**src/rtl/lives_pkg.sv**
```systemverilog
// Shared defaults and width helper for the lives manager.
// Build option: define LIVES_BONUS_EN to enable extra-life handling on the bonus inputs.
package lives_pkg;

   localparam int DEF_MAX_LIVES     = 5;
   localparam int DEF_START_LIVES   = 3;
   localparam int DEF_INVULN_CYCLES = 4;

   // Wide enough for the largest legal window length (65535).
   localparam int TIMER_W = 16;

   function automatic int life_width(input int max_lives);
      return $clog2(max_lives + 1);
   endfunction

endpackage

```
**src/rtl/lives_channel.sv**
```systemverilog
// One player's lives: input registering, rise detection, saturating life counter,
// invulnerability timer and life_lost pulse. Bonus logic exists only with LIVES_BONUS_EN.
module lives_channel
   import lives_pkg::*;
#(
   parameter int MAX_LIVES     = DEF_MAX_LIVES,
   parameter int START_LIVES   = DEF_START_LIVES,
   parameter int INVULN_CYCLES = DEF_INVULN_CYCLES,
   parameter int LIFE_W        = life_width(DEF_MAX_LIVES)
) (
   input  logic              clk,
   input  logic              rst,
   input  logic              load,
   input  logic              clear,
   input  logic              hit,
   input  logic              bonus,
   output logic [LIFE_W-1:0] lives,
   output logic [LIFE_W-1:0] lives_next,
   output logic              invulnerable,
   output logic              life_lost
);

   logic               hit_q;
   logic               hit_prev;
   logic               hit_rise;
   logic               bonus_rise;
   logic [TIMER_W-1:0] timer;
   logic [TIMER_W-1:0] timer_next;
   logic               lost_next;
   logic               hit_ok;
   logic               bonus_ok;

   // History registers run every cycle so a level held across load/clear never re-triggers.
   always_ff @(posedge clk or posedge rst) begin
      if (rst) begin
         hit_q    <= 1'b0;
         hit_prev <= 1'b0;
      end else begin
         hit_q    <= hit;
         hit_prev <= hit_q;
      end
   end

   assign hit_rise = hit_q & ~hit_prev;

`ifdef LIVES_BONUS_EN
   logic bonus_q;
   logic bonus_prev;

   always_ff @(posedge clk or posedge rst) begin
      if (rst) begin
         bonus_q    <= 1'b0;
         bonus_prev <= 1'b0;
      end else begin
         bonus_q    <= bonus;
         bonus_prev <= bonus_q;
      end
   end

   assign bonus_rise = bonus_q & ~bonus_prev;
`else
   logic bonus_unused;
   assign bonus_unused = bonus;
   assign bonus_rise   = 1'b0;
`endif

   assign hit_ok   = hit_rise && (lives != '0) && (timer == '0);
   assign bonus_ok = bonus_rise && (lives != '0);

   always_comb begin
      lives_next = lives;
      timer_next = (timer == '0) ? '0 : timer - TIMER_W'(1);
      lost_next  = 1'b0;
      if (load) begin
         lives_next = LIFE_W'(START_LIVES);
         timer_next = '0;
      end else if (clear) begin
         lives_next = '0;
         timer_next = '0;
      end else if (hit_ok) begin
         lost_next = 1'b1;
         // A simultaneous bonus cancels the decrement but the hit still opens a window.
         if (!bonus_ok) begin
            lives_next = lives - LIFE_W'(1);
         end
         timer_next = (lives_next != '0) ? TIMER_W'(INVULN_CYCLES) : '0;
      end else if (bonus_ok && (lives < LIFE_W'(MAX_LIVES))) begin
         lives_next = lives + LIFE_W'(1);
      end
   end

   always_ff @(posedge clk or posedge rst) begin
      if (rst) begin
         lives     <= LIFE_W'(START_LIVES);
         timer     <= '0;
         life_lost <= 1'b0;
      end else begin
         lives     <= lives_next;
         timer     <= timer_next;
         life_lost <= lost_next;
      end
   end

   assign invulnerable = (timer != '0);

endmodule

```
**src/rtl/lives_manager.sv**
```systemverilog
// Multi-player lives manager: resolves new_game/force_over priority and derives game_over.
// Build option: define LIVES_BONUS_EN to enable extra-life handling on the bonus inputs.
module lives_manager
   import lives_pkg::*;
#(
   parameter int  NUM_PLAYERS   = 2,
   parameter int  MAX_LIVES     = DEF_MAX_LIVES,
   parameter int  START_LIVES   = DEF_START_LIVES,
   parameter int  INVULN_CYCLES = DEF_INVULN_CYCLES,
   localparam int LIFE_W        = life_width(MAX_LIVES)
) (
   input  logic                          clk,
   input  logic                          rst,
   input  logic                          new_game,
   input  logic                          force_over,
   input  logic [NUM_PLAYERS-1:0]        hit,
   input  logic [NUM_PLAYERS-1:0]        bonus,
   output logic [NUM_PLAYERS*LIFE_W-1:0] lives_left,
   output logic [NUM_PLAYERS-1:0]        invulnerable,
   output logic [NUM_PLAYERS-1:0]        life_lost,
   output logic                          game_over
);

   logic                          load;
   logic                          clear;
   logic [NUM_PLAYERS*LIFE_W-1:0] lives_next;

   assign load  = new_game;
   assign clear = force_over & ~new_game;

   for (genvar g = 0; g < NUM_PLAYERS; g++) begin : g_ch
      lives_channel #(
         .MAX_LIVES    (MAX_LIVES),
         .START_LIVES  (START_LIVES),
         .INVULN_CYCLES(INVULN_CYCLES),
         .LIFE_W       (LIFE_W)
      ) u_channel (
         .clk         (clk),
         .rst         (rst),
         .load        (load),
         .clear       (clear),
         .hit         (hit[g]),
         .bonus       (bonus[g]),
         .lives       (lives_left[g*LIFE_W +: LIFE_W]),
         .lives_next  (lives_next[g*LIFE_W +: LIFE_W]),
         .invulnerable(invulnerable[g]),
         .life_lost   (life_lost[g])
      );
   end

   // Taken from next-state lives so game_over lines up with the all-zero lives_left.
   always_ff @(posedge clk or posedge rst) begin
      if (rst) begin
         game_over <= 1'b0;
      end else begin
         game_over <= (lives_next == '0);
      end
   end

endmodule
```
**config.mk**
```make
export PLATFORM = sky130hd
export DESIGN_NAME = lives_manager
export DESIGN_NICKNAME = d
export VERILOG_FILES = /design/src/rtl/lives_pkg.sv /design/src/rtl/lives_channel.sv /design/src/rtl/lives_manager.sv
export SDC_FILE = /design/constraint.sdc
export NUM_CORES = 1
export LEC_CHECK = 0
export ABC_AREA = 0
export CAP_MARGIN = 10
export CELL_PAD_IN_SITES_DETAIL_PLACEMENT = 0
export CELL_PAD_IN_SITES_GLOBAL_PLACEMENT = 1
export CORE_MARGIN = 5
export CORE_UTILIZATION = 40
export DETAILED_ROUTE_END_ITERATION = 6
export PLACE_DENSITY = 0.67
export SLEW_MARGIN = 5
export SYNTH_ARGS = -nofsm -noshare
export SYNTH_HDL_FRONTEND = slang
export SYNTH_SLANG_ARGS = --single-unit
```
**constraint.sdc**
```tcl
create_clock -name clk -period 4.3 [get_ports clk]
set_input_delay 0.86 -clock clk [delete_from_list [all_inputs] [get_ports clk]]
set_output_delay 0.86 -clock clk [all_outputs]
set_load 0.01 [all_outputs]
```
==> results.txt, run 1 <==
Physical design

The detailed placement HPWL stands at 2.87 mm. The die boundary height stands at 85.1 um. The region available for standard cell placement spans 0.00551 sq mm. The biggest cell delay along the critical path stands at 0.49 ns. In this run, the synthesized area fraction spent on xor and xnor cells is recorded as 10.9%.

The synthesis-to-layout area growth stands at 13.5%. After clock tree synthesis, the flow added hold-fix buffers numbering 0. The flow ran to the end, and the final reports show no timing, DRC or antenna violations. The final tally of max-slew violations stands at 0.

The proportion of final cell area spent on non-clock buffers stands at 6.25%. The wire length of the first global-routing pass stands at 7.38 mm. The number of instances in the placed design stands at 305. According to the timing report, the critical path is captured at invulnerable[1]. The tally of non-filler cells in the final layout stands at 313. The number of clock buffers added by TritonCTS is 5.

The total global-route track usage stands at 12.6%. The cell total in the yosys stat output stands at 225. The width of the chip stands at 85.1 um.

The combinational share of cell area stands at 40.1%. The routed wirelength on the met1 layer is recorded as 2.01 mm. The shortest period the worst path allows stands at 3.28 ns.

The non-clock inverter count in the final layout stands at 14. After synthesis, the cell types taking the most area are sky130_fd_sc_hd__dfrtp_1 (45%), sky130_fd_sc_hd__nor2_1 (6.5%), sky130_fd_sc_hd__xnor2_1 (6.2%). The final cycle utilization of the critical path stands at 76.3%. Counting instances in the post-synthesis netlist gives the leading cell types as sky130_fd_sc_hd__dfrtp_1 (41), sky130_fd_sc_hd__nor2_1 (39), sky130_fd_sc_hd__xnor2_1 (16). The violation tally recorded at the end of detailed-routing iteration 0 is 79.

Per the detail_route log, the uppermost layer with routed signals is met4. The routed wirelength normalized by instance count stands at 13.0 um. For the worst setup path, the data required time is 3.44 ns. TritonCTS built the clock tree. The startpoint identified for the worst hold timing path is g_ch[1].u_channel.hit_q$_DFF_PP0_.

The final-report setup violation count stands at 0. The maximum clock skew at final layout stands at 0.00743 ns. The synthesized design devotes to its leading area cell type 45.4% of total area. The biggest area contributor in the post-synthesis netlist is sky130_fd_sc_hd__dfrtp_1. The final sequential cell count stands at 45. After synthesis, flip-flops and latches occupy 50.1% of the total area. Per the cell usage report, the commonest logic cell in the layout is sky130_fd_sc_hd__dfrtp_1. Per the STA report, the cell with the highest stage delay on the worst path is sky130_fd_sc_hd__clkdlybuf4s50_1. The leakage component of the power stands at 1.18 nW.

The fraction of registers with async set/reset stands at 100%. The count of standard-cell rows stands at 27. The number of global-route vias before repair stands at 1630. The unique cell type count in the Yosys netlist stands at 36.

The share of the core filled by cells before placement stands at 41.0%. Static timing analysis puts the maximum clock frequency at 305 MHz. STA classifies the critical path endpoint as an output pin.
-- run 1: worst max-delay path: cells and delay by family (launching register included) --
family | cells | cell delay [ns]
flops | 1 | 0.41
buf+inv | 1 | 0.49
simple gates | 3 | 1.23
-- run 1: per-stage QoR --
step	hold slack (ns)	total power [mW]	instance area, sq um
finish	0.384	2.07	2560
global route	0.399	2.29	2560
detailed placement	0.370	1.81	2460
CTS	0.390	2.11	2560
global placement	0.363	1.82	2460
floorplan	0.354	1.59	2260
-- run 1: power breakdown --
part / total (mW) / internal, mW / switching [mW] / leakage [nW]
Combinational: 1.13 / 0.502 / 0.626 / 0.531
Clock: 0.282 / 0.145 / 0.137 / 0.0542
Sequential: 0.665 / 0.551 / 0.114 / 0.594
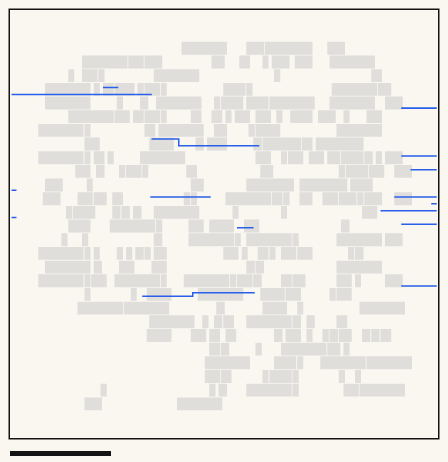
**Above:** run 1 (the metal 3 layer).
Bar = 20 um. Cells faint in the background.
The layer holds 3.5% of the routed length. The layer carries 144 um of wire.

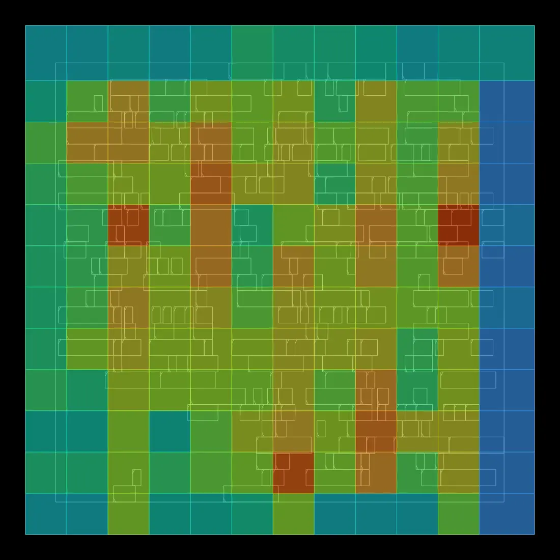
**Above:** run 1 (congestion heat map).
busiest metal layer after global routing: met2
core utilization of the finished layout: 46.5%
GR Layer Usage met2: 20.7%
routing usage on met1: 16.3%
GR Util met3: 3.88%

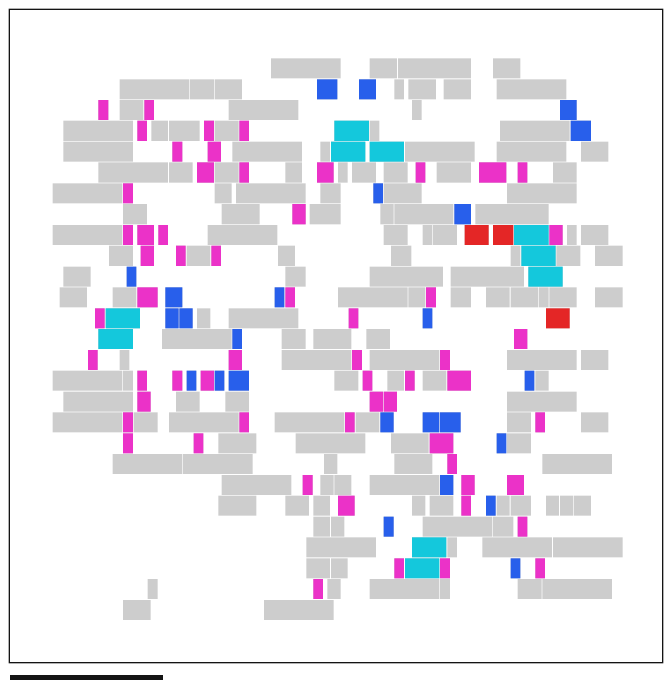
**Above:** run 1 (gate-type map).
Bar = 20 um.
Cyan stands for adder and majority cells, cells 10, where widely spread. Magenta stands for NOR gates, cells 59. Red stands for AND-OR and OR-AND gates, cells 3. Blue stands for NAND gates, cells 25.

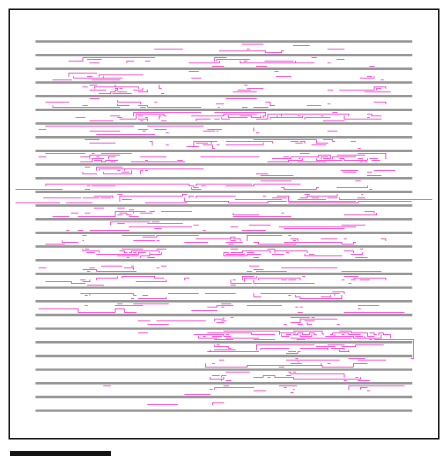
**Above:** run 1 (met1 routing).
Bar = 20 um. Supply wires on this layer in gray.
The wires run mostly horizontal. The layer holds 50% of the routed length.

**Run 1: zoomed window**

Bar = 10 um. Region (44, 1) to (84, 41) um. Cells in gray, sequential cells in the stronger gray; small squares are vias.
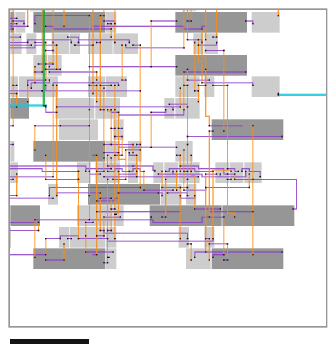

==> inputs of run 2 (changes only) <==
Clock period 4.3 ns to 3.3 ns, I/O delays scaled along.
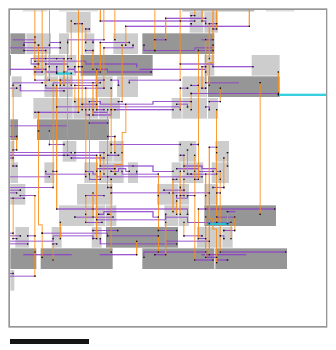
**Above:** run 2 (zoomed window).
Bar = 10 um. Region (44, 1) to (84, 41) um. Cells in gray, sequential cells in the stronger gray; small squares are vias.
Cyan stands for met3. Orange stands for met2. Purple stands for met1.
Netlist names of flops here include g_ch.u_channel.timer (9). Most frequent: nor2_1 (11), dfrtp_1 (9), nand2_1 (5). 60 logic cells have their middle in the window. Sequential cells in the window: 9.

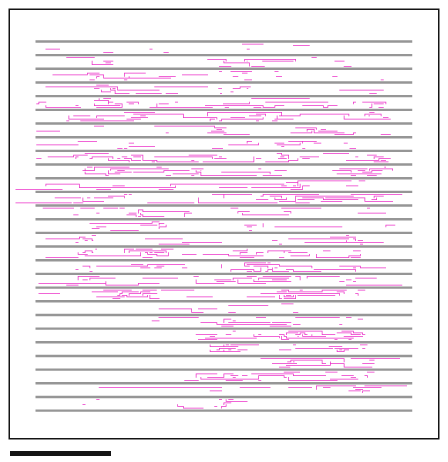
**Above:** run 2 (met1 routing).
Bar = 20 um. Supply wires on this layer in gray.
The longest straight run is 24.4 um. The layer holds 51% of the routed length. 230 nets have wire on it. The wires run mostly horizontal.

==> results.txt, run 2 <==
Physical design

The combinational-cell power consumption stands at 1.50 mW (+33%). The largest share of the power goes to combinational cells. On the critical path the largest part of the delay comes from simple AND/OR/NAND/NOR gates.

The total global-route track usage stands at 12.4% (-0.25 points). The count of standard-cell rows was 27 (unchanged). The worst setup path is captured at an output pin. The shortest period the worst path allows stands at 3.06 ns. Looking at area per cell type in the netlist, the leader is sky130_fd_sc_hd__dfrtp_1. Per the STA report, the cell with the highest stage delay on the worst path is sky130_fd_sc_hd__clkdlybuf4s50_1. The global routing stage identified its most utilized layer as met2. The proportion of final cell area spent on non-clock buffers stands at 6.56% (+0.31 points). After detailed routing, no signal wire sits above met4. The clock network fraction of total power came to 12.5% (-1.1 points).

The share of the core filled by cells before placement was 41.0% (unchanged). The maximum clock skew at final layout was 0.00328 ns (-0.00415 ns). The detailed placement HPWL stands at 2.88 mm (+0.31%). The logic gate share of total power stands at 55.3% (+1.0 points). The run finished with clean final reports. The net switching power is 1.14 mW (+30%). The wire length of the first global-routing pass was 7.29 mm (-1.2%). The final-report setup violation count stands at 0 (unchanged). The fraction of registers with async set/reset stands at 100% (unchanged). The routed wirelength normalized by instance count is 13.0 um (about the same). By area the synthesized netlist is led by sky130_fd_sc_hd__dfrtp_1 (45%), sky130_fd_sc_hd__nor2_1 (6.5%), sky130_fd_sc_hd__xnor2_1 (6.2%). The number of buffers added by the clock tree synthesis step stands at 5 (unchanged). The commonest cells after synthesis are sky130_fd_sc_hd__dfrtp_1 (41), sky130_fd_sc_hd__nor2_1 (39), sky130_fd_sc_hd__xnor2_1 (16). The cell total in the yosys stat output came to 225 (unchanged). The width of the chip stands at 85.1 um (unchanged). The quantity of hold-fixing buffers added after cts stands at 0 (unchanged).

The number of instances in the placed design stands at 306 (+0.33%). The buffer-and-inverter tally for the worst setup path stands at 1 (unchanged). The biggest cell delay along the critical path stands at 0.49 ns (about the same). The most critical setup path has its endpoint at invulnerable[1]. The initial detailed-routing violation count stands at 61 (-23%). The cell count along the critical path was 4 (unchanged). The fraction of power spent switching nets was 42.2% (-0.043 points). TritonCTS built the clock tree. Counting only logic cells after layout, the most numerous master is sky130_fd_sc_hd__dfrtp_1. The share of the yosys chip area belonging to registers is 50.1% (unchanged). The final cycle utilization of the critical path stands at 92.9%. The combinational share of cell area came to 40.2% (+0.12 points). The unique cell type count in the Yosys netlist was 36 (unchanged). The portion of total power attributed to sequential cells stands at 32.2% (about the same).
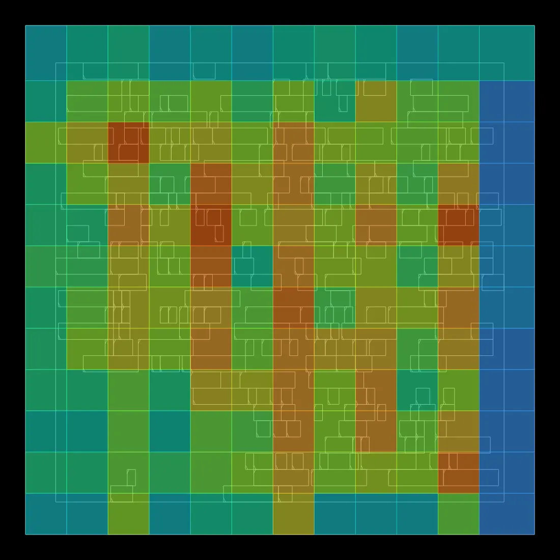
**Above:** run 2 (congestion heat map).
GR Layer Usage met2: 20.5%
GR Util met3: 3.30%

run 2: cells by family (layout without fill, tap and decap cells):
family          Yosys count  count (layout)  synth area share [%]
fa+ha+maj                10              10                  5.54
flops                    45              45                  50.1
compound gates           22              22                  7.26
xor+xnor                 28              28                  10.9
simple gates             98              98                  21.8
buf+inv                  22              38                  4.43
run 2: stage by stage:
stage | hold slack, ns | utilization [%] | instance area (sq um) | setup WS, ns | power, mW
6_report | 0.387 | 46.4 | 2550 | 0.236 | 2.70
5_1_grt | 0.402 | 46.4 | 2550 | 0.139 | 2.99
4_1_cts | 0.392 | 46.4 | 2550 | 0.213 | 2.75
3_5_place_dp | 0.373 | 44.8 | 2470 | 0.548 | 2.39
3_3_place_gp | 0.364 | 44.8 | 2470 | 0.549 | 2.40
2_1_floorplan | 0.354 | - | 2260 | 0.968 | 2.07
==> inputs of run 3 (changes only) <==
Settings changed: SLEW_MARGIN 5 to 20.
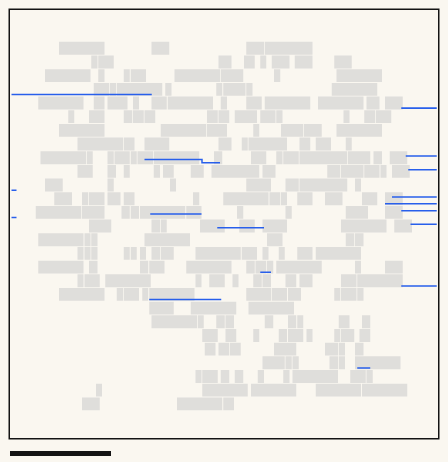
**Above:** run 3 (the metal 3 layer).
Bar = 20 um. Cells faint in the background.
The wires run mostly horizontal. The longest straight run is 27.6 um. The layer holds 3.4% of the routed length.
total length of routed wires: 4.06 mm
Via Count: 1550

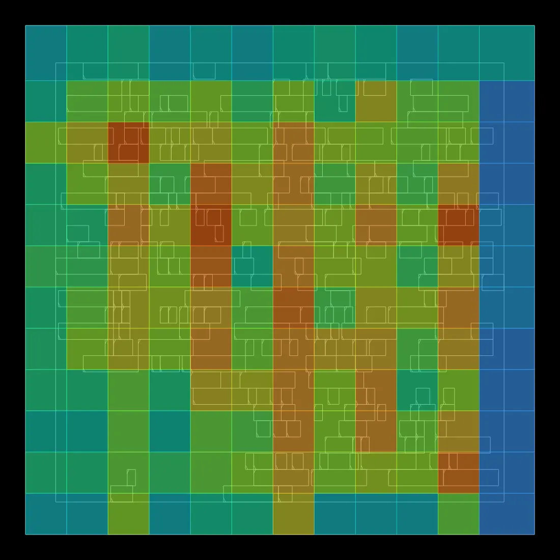
**Above:** run 3 (congestion heat map).
routing usage on met1: 15.9%
core utilization of the finished layout: 46.4%
total track usage: 12.4%

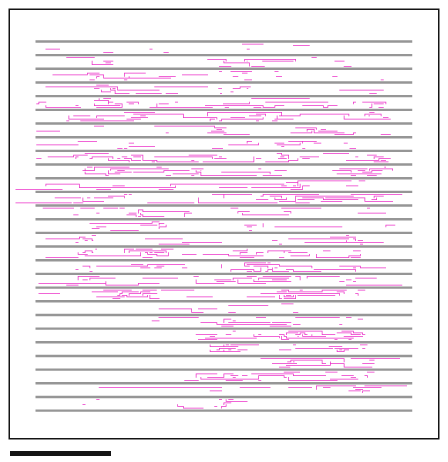
**Above:** run 3 (met1 routing).
Bar = 20 um. Supply wires on this layer in gray.

==> results.txt, run 3 <==
Physical design

The run finished with clean final reports. The met2 track demand over resource is 20.5% (unchanged). The worst setup margin stands at 0.236 ns (unchanged). The biggest cell delay along the critical path came to 0.49 ns (about the same). The fraction of registers with async set/reset stands at 100% (unchanged). The share of the yosys chip area belonging to registers was 50.1% (unchanged).

The summed area of non-filler cells in the final layout was 0.00255 sq mm (unchanged). The final cycle utilization of the critical path was 92.9% (unchanged). The worst setup path is captured at an output pin. The width of the chip stands at 85.1 um (unchanged). The quantity of hold-fixing buffers added after cts is 0 (unchanged).

In this run the top signal layer used is met4. Global routing put the most usage on met2. The worst setup slack after placement is 0.548 ns (unchanged).

The capture point of the critical path was reported as invulnerable[1]. The cell total in the yosys stat output stands at 225 (unchanged). The wire length of the first global-routing pass stands at 7.29 mm (unchanged). The number of buffers added by the clock tree synthesis step stands at 5 (unchanged). TritonCTS built the clock tree. The routed wirelength normalized by instance count came to 13.0 um (unchanged). The share of the core filled by cells before placement came to 41.0% (unchanged). The shortest period the worst path allows came to 3.06 ns (unchanged). Among all stages on the critical path, the largest delay is contributed by sky130_fd_sc_hd__clkdlybuf4s50_1. The buffer-and-inverter tally for the worst setup path stands at 1 (unchanged). Summed over all instances, the cell type with the most area after synthesis is sky130_fd_sc_hd__dfrtp_1. The cell area reported after detailed placement came to 0.00247 sq mm (unchanged). The initial detailed-routing violation count came to 61 (unchanged). Leaving out fill and tap cells, the most frequent cell in the layout is sky130_fd_sc_hd__dfrtp_1. The kind of cell with the highest combined delay along the critical path is simple AND/OR/NAND/NOR gates. The total power came to 2.70 mW (unchanged).
[run 3: cell type report]
| type | count | area (sq um) |
|---|---|---|
| clock buffers | 7 | 86.3 |
| fillers | 518 | 2950 |
| inverters | 14 | 52.6 |
| multi-input cells | 158 | 1030 |
| flip-flops and latches | 45 | 1130 |
| well taps | 72 | 90.1 |
| repair buffers | 17 | 168 |
[run 3: cell families after synthesis]
group | synth area share [%]
xor+xnor | 10.9
simple gates | 21.8
fa+ha+maj | 5.54
buf+inv | 4.43
flops | 50.1
compound gates | 7.26
[run 3: where the power goes]
part	switching (mW)	leakage, nW	internal (mW)
Sequential	0.152	0.594	0.718
Clock	0.171	0.0443	0.166
Combinational	0.818	0.536	0.677
Power and IR drop assume default switching activity.
